placement.png
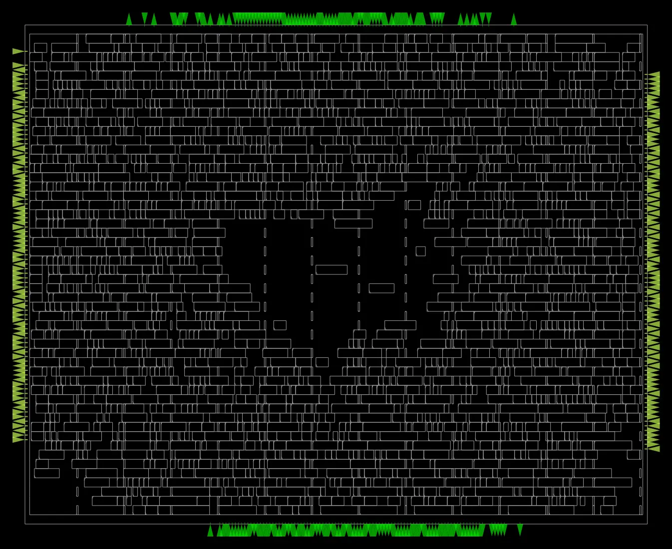
io_placement.png
The bar under the picture is 50 um long. Pins as bars across the die edge, other pins in gray.
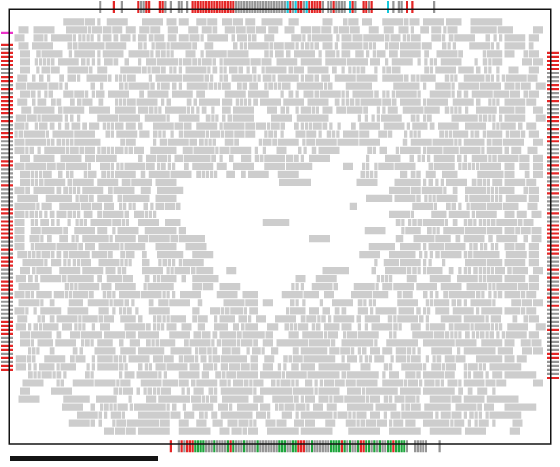
sizes.png
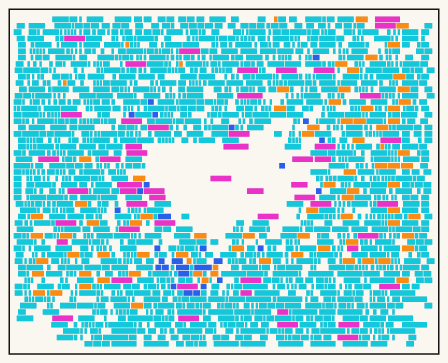
detail.png
Region (127, 100) to (147, 120) um. Cells in gray, sequential cells in the stronger gray; small squares are vias.
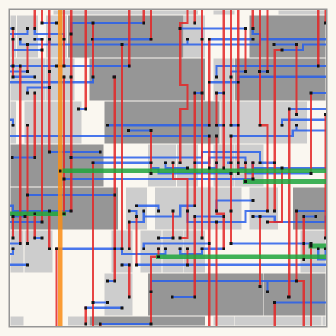
cell_density.png
The die is cut into 18 by 15 equal tiles; white is low, dark blue is high, 0 to 100% covered.
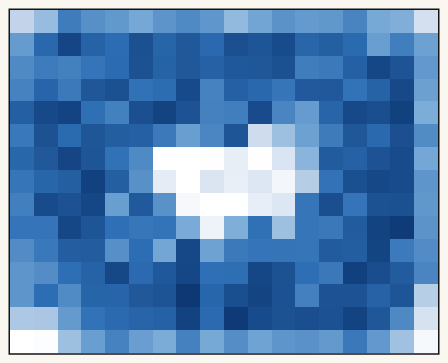
<file path="src/rtl/pipe_stage_buf.sv">
// pipe_stage_buf
//
// Elastic inter-stage pipeline register. Carries an opaque payload plus PC,
// delay-slot flag and exception code across valid/ready handshakes. A main
// register drives every out_* port and a skid register absorbs the one extra
// entry accepted while in_ready is still high, so the registered in_ready
// never costs throughput.
//
// Overrides, highest priority first: rst, req (bubble at EXC_PC), flush
// (bubble that keeps PC and slot), then normal handshake operation.
//
// Ports
//   clk, rst                      clock, synchronous active-high reset
//   req                           exception entry: empty the stage, out_pc <= EXC_PC
//   flush                         bubble insert: empty the stage, hold out_pc/out_slot
//   in_valid / in_ready           upstream handshake (in_ready is a flop)
//   in_data/in_pc/in_slot/in_exc  incoming entry
//   out_valid / out_ready         downstream handshake
//   out_data/out_pc/out_slot/out_exc  main-entry fields
//   occupancy                     entries held: 0, 1 or 2
//
// state | meaning
// EMPTY | no entry held; outputs show a bubble
// ONE   | main register valid, skid register free
// FULL  | main and skid both valid; in_ready low

module pipe_stage_buf #(
    parameter int              DATA_W   = 128,
    parameter int              PC_W     = 32,
    parameter int              EXC_W    = 5,
    parameter logic [PC_W-1:0] RESET_PC = 32'h0000_3000,
    parameter logic [PC_W-1:0] EXC_PC   = 32'h0000_4180
) (
    input  logic              clk,
    input  logic              rst,
    input  logic              req,
    input  logic              flush,

    input  logic              in_valid,
    output logic              in_ready,
    input  logic [DATA_W-1:0] in_data,
    input  logic [PC_W-1:0]   in_pc,
    input  logic              in_slot,
    input  logic [EXC_W-1:0]  in_exc,

    output logic              out_valid,
    input  logic              out_ready,
    output logic [DATA_W-1:0] out_data,
    output logic [PC_W-1:0]   out_pc,
    output logic              out_slot,
    output logic [EXC_W-1:0]  out_exc,

    output logic [1:0]        occupancy
);

    typedef enum logic [1:0] {
        EMPTY = 2'd0,
        ONE   = 2'd1,
        FULL  = 2'd2
    } state_t;

    state_t             state_q, state_d;
    logic               in_ready_q;

    logic [DATA_W-1:0]  main_data_q;
    logic [PC_W-1:0]    main_pc_q;
    logic               main_slot_q;
    logic [EXC_W-1:0]   main_exc_q;

    logic [DATA_W-1:0]  skid_data_q;
    logic [PC_W-1:0]    skid_pc_q;
    logic               skid_slot_q;
    logic [EXC_W-1:0]   skid_exc_q;

    logic               push;
    logic               pop;

    // in_ready_q always equals (state_q != FULL), so push never depends on
    // anything combinational from the downstream side.
    assign push = in_valid & in_ready_q;
    assign pop  = out_valid & out_ready;

    always_comb begin
        state_d = state_q;
        unique case (state_q)
            EMPTY:   if (push) state_d = ONE;
            ONE: begin
                if (push && !pop)      state_d = FULL;
                else if (!push && pop) state_d = EMPTY;
            end
            FULL:    if (pop) state_d = ONE;
            default: state_d = EMPTY;
        endcase
    end

    always_ff @(posedge clk) begin
        if (rst || req) begin
            state_q     <= EMPTY;
            in_ready_q  <= 1'b1;
            main_data_q <= '0;
            main_exc_q  <= '0;
            main_slot_q <= 1'b0;
            main_pc_q   <= rst ? RESET_PC : EXC_PC;
            skid_data_q <= '0;
            skid_pc_q   <= '0;
            skid_slot_q <= 1'b0;
            skid_exc_q  <= '0;
        end else if (flush) begin
            // PC and slot stay put so the bubble still reports where the
            // stage was; the incoming entry and any pop are dropped.
            state_q     <= EMPTY;
            in_ready_q  <= 1'b1;
            main_data_q <= '0;
            main_exc_q  <= '0;
            skid_data_q <= '0;
            skid_exc_q  <= '0;
        end else begin
            state_q    <= state_d;
            in_ready_q <= (state_d != FULL);
            unique case (state_q)
                EMPTY: begin
                    if (push) begin
                        main_data_q <= in_data;
                        main_pc_q   <= in_pc;
                        main_slot_q <= in_slot;
                        main_exc_q  <= in_exc;
                    end
                end
                ONE: begin
                    if (push && pop) begin
                        main_data_q <= in_data;
                        main_pc_q   <= in_pc;
                        main_slot_q <= in_slot;
                        main_exc_q  <= in_exc;
                    end else if (push) begin
                        skid_data_q <= in_data;
                        skid_pc_q   <= in_pc;
                        skid_slot_q <= in_slot;
                        skid_exc_q  <= in_exc;
                    end else if (pop) begin
                        // Draining to a bubble: clear payload, keep PC/slot.
                        main_data_q <= '0;
                        main_exc_q  <= '0;
                    end
                end
                FULL: begin
                    if (pop) begin
                        main_data_q <= skid_data_q;
                        main_pc_q   <= skid_pc_q;
                        main_slot_q <= skid_slot_q;
                        main_exc_q  <= skid_exc_q;
                    end
                end
                default: ;
            endcase
        end
    end

    assign in_ready  = in_ready_q;
    assign out_valid = (state_q != EMPTY);
    assign out_data  = main_data_q;
    assign out_pc    = main_pc_q;
    assign out_slot  = main_slot_q;
    assign out_exc   = main_exc_q;
    assign occupancy = (state_q == FULL) ? 2'd2 :
                       (state_q == ONE)  ? 2'd1 : 2'd0;

endmodule

</file>
<file path="config.mk">
export PLATFORM = sky130hd
export DESIGN_NAME = pipe_stage_buf
export DESIGN_NICKNAME = d
export VERILOG_FILES = /design/src/rtl/pipe_stage_buf.sv
export SDC_FILE = /design/constraint.sdc
export NUM_CORES = 1
export LEC_CHECK = 0
export CAP_MARGIN = 10
export CORE_ASPECT_RATIO = 0.8
export CORE_UTILIZATION = 53
export DETAILED_ROUTE_END_ITERATION = 8
export PLACE_DENSITY = 0.86
export SLEW_MARGIN = 20
export SYNTH_ARGS = -nofsm -noshare
export SYNTH_HDL_FRONTEND = slang
export SYNTH_SLANG_ARGS = --single-unit
</file>
<file path="constraint.sdc">
create_clock -name clk -period 5.4 [get_ports clk]
set_input_delay 1.08 -clock clk [delete_from_list [all_inputs] [get_ports clk]]
set_output_delay 1.08 -clock clk [all_outputs]
set_load 0.02 [all_outputs]
</file>
==> Changelog: implementation <==
### Physical design

- DR pass1 iterations: 5
- Crit path to: out_data[0]
- First-pass GRT wire length: 63500 um
- Placed cell count: 2192
- Post-route clock period utilization: 66.3%
- CTS Buf Count: 35
- XOR/XNOR Fraction of Synth Area: 0.0630%
- Ys async rst share: 0%
- Max FO, Critical Path: 89
- Wire length per cell: 18.1 um
- Post-Place Cell Area: 0.0173 mm2
- Nonclk buf count: 361
- Post-route setup slack: 1.82 ns
- Leak pwr: 0.00618 uW
- Share of layout cells above drive strength 1: 8.61%
- Registers: 335
- Clock share of power: 44.2%
- R2R Path End: out_data[0]
- Initial antenna violation count: 0
- P_comb: 631 uW
- CP endpoint kind: flop
- GPL Wtd Cong: 0.842
- FF/Latch Area: 0.00703 mm2
- Worst Hold Class: reg2reg
- Combinational fraction of the cell area: 33.3%
- WL final: 40900 um
- Met2 Use GR: 48.0%
- Total power draw: 5770 uW
- Number of global-route vias before repair: 12100
- CTS sink cnt: 335
- Chip area: 0.0269 mm2
- Finished Layout Cells: 2255
- Die y size: 147 um
- Routing usage on met1: 37.1%
- Critical Path Stages: 7
- Sw frac: 23.6%
- Most frequent cells in the layout: nand2_1 (602), clkdlybuf4s50_1 (341), dfxtp_1 (303)
- Top Metal Used: met4
- Yosys Chip Area: 0.0139 mm2
- Most common reg cell: dfxtp_1
- FP Util: 54.5%
- OpenROAD warning count: 31
- Seq/Total Area, Yosys: 50.6%
- Setup repair after global routing missed its margin: false
- Met2 routed WL: 19400 um
- P_sw: 1360 uW
- Pins over their slew limit: 0
- Most frequent logic cell in the layout: nand2_1
- DR vias: 12800
- Most numerous cell in the Yosys netlist: nand2_1
- Hold Path End: skid_data_q[70]
- Relative slew margins: 29.0%
- Worst-Margin Slew: 1.07 ns
- Flops after synth: 335
- Outcome: completed
- Leading cell kind: flip-flops and latches
- Slowest CP cell: buf_4
- Drt via density: 5.68
- Most crowded layer after global routing: met2
Back to the opening pictures, placement.png:
num rows: 52
fin util: 72.7%
number of tapcells: 351
flop share of the area: 37.9%
Core ar.: 0.0255 mm2

Back to the opening pictures, io_placement.png:
port	color	pins	direction	edge
out_exc	cyan	5	output	top
in_pc	green	32	input	bottom
in_data	red	128	input	43 left, 37 top, 35 right, 13 bottom
clk	magenta	1	input	left

Back to the opening pictures, sizes.png:
size	color	cells	share	most used
_2 cells	orange	82	4.3%	a311oi_2
_0 and _1 cells	cyan	1740	91%	nand2_1
_3 and _4 cells	blue	29	1.5%	buf_4
_6 and larger	magenta	53	2.8%	clkbuf_16

Back to the opening pictures, detail.png:
layer	color
metal 2	red
metal 1	blue
metal 4	orange
metal 3	green
most frequent	nand2_1 (11), dfxtp_1 (9), a21oi_1 (7)
cells with their middle in the window	31
netlist names of flops here include	out_data (5), skid_data_q (4)
sequential cells in the window	9

Back to the opening pictures, cell_density.png:
tiles over 75% full	47%
emptiest ninth of the die	center
mean over tiles	67%
nearly empty tiles	3.3%

Power is estimated from default activity; no workload was simulated.
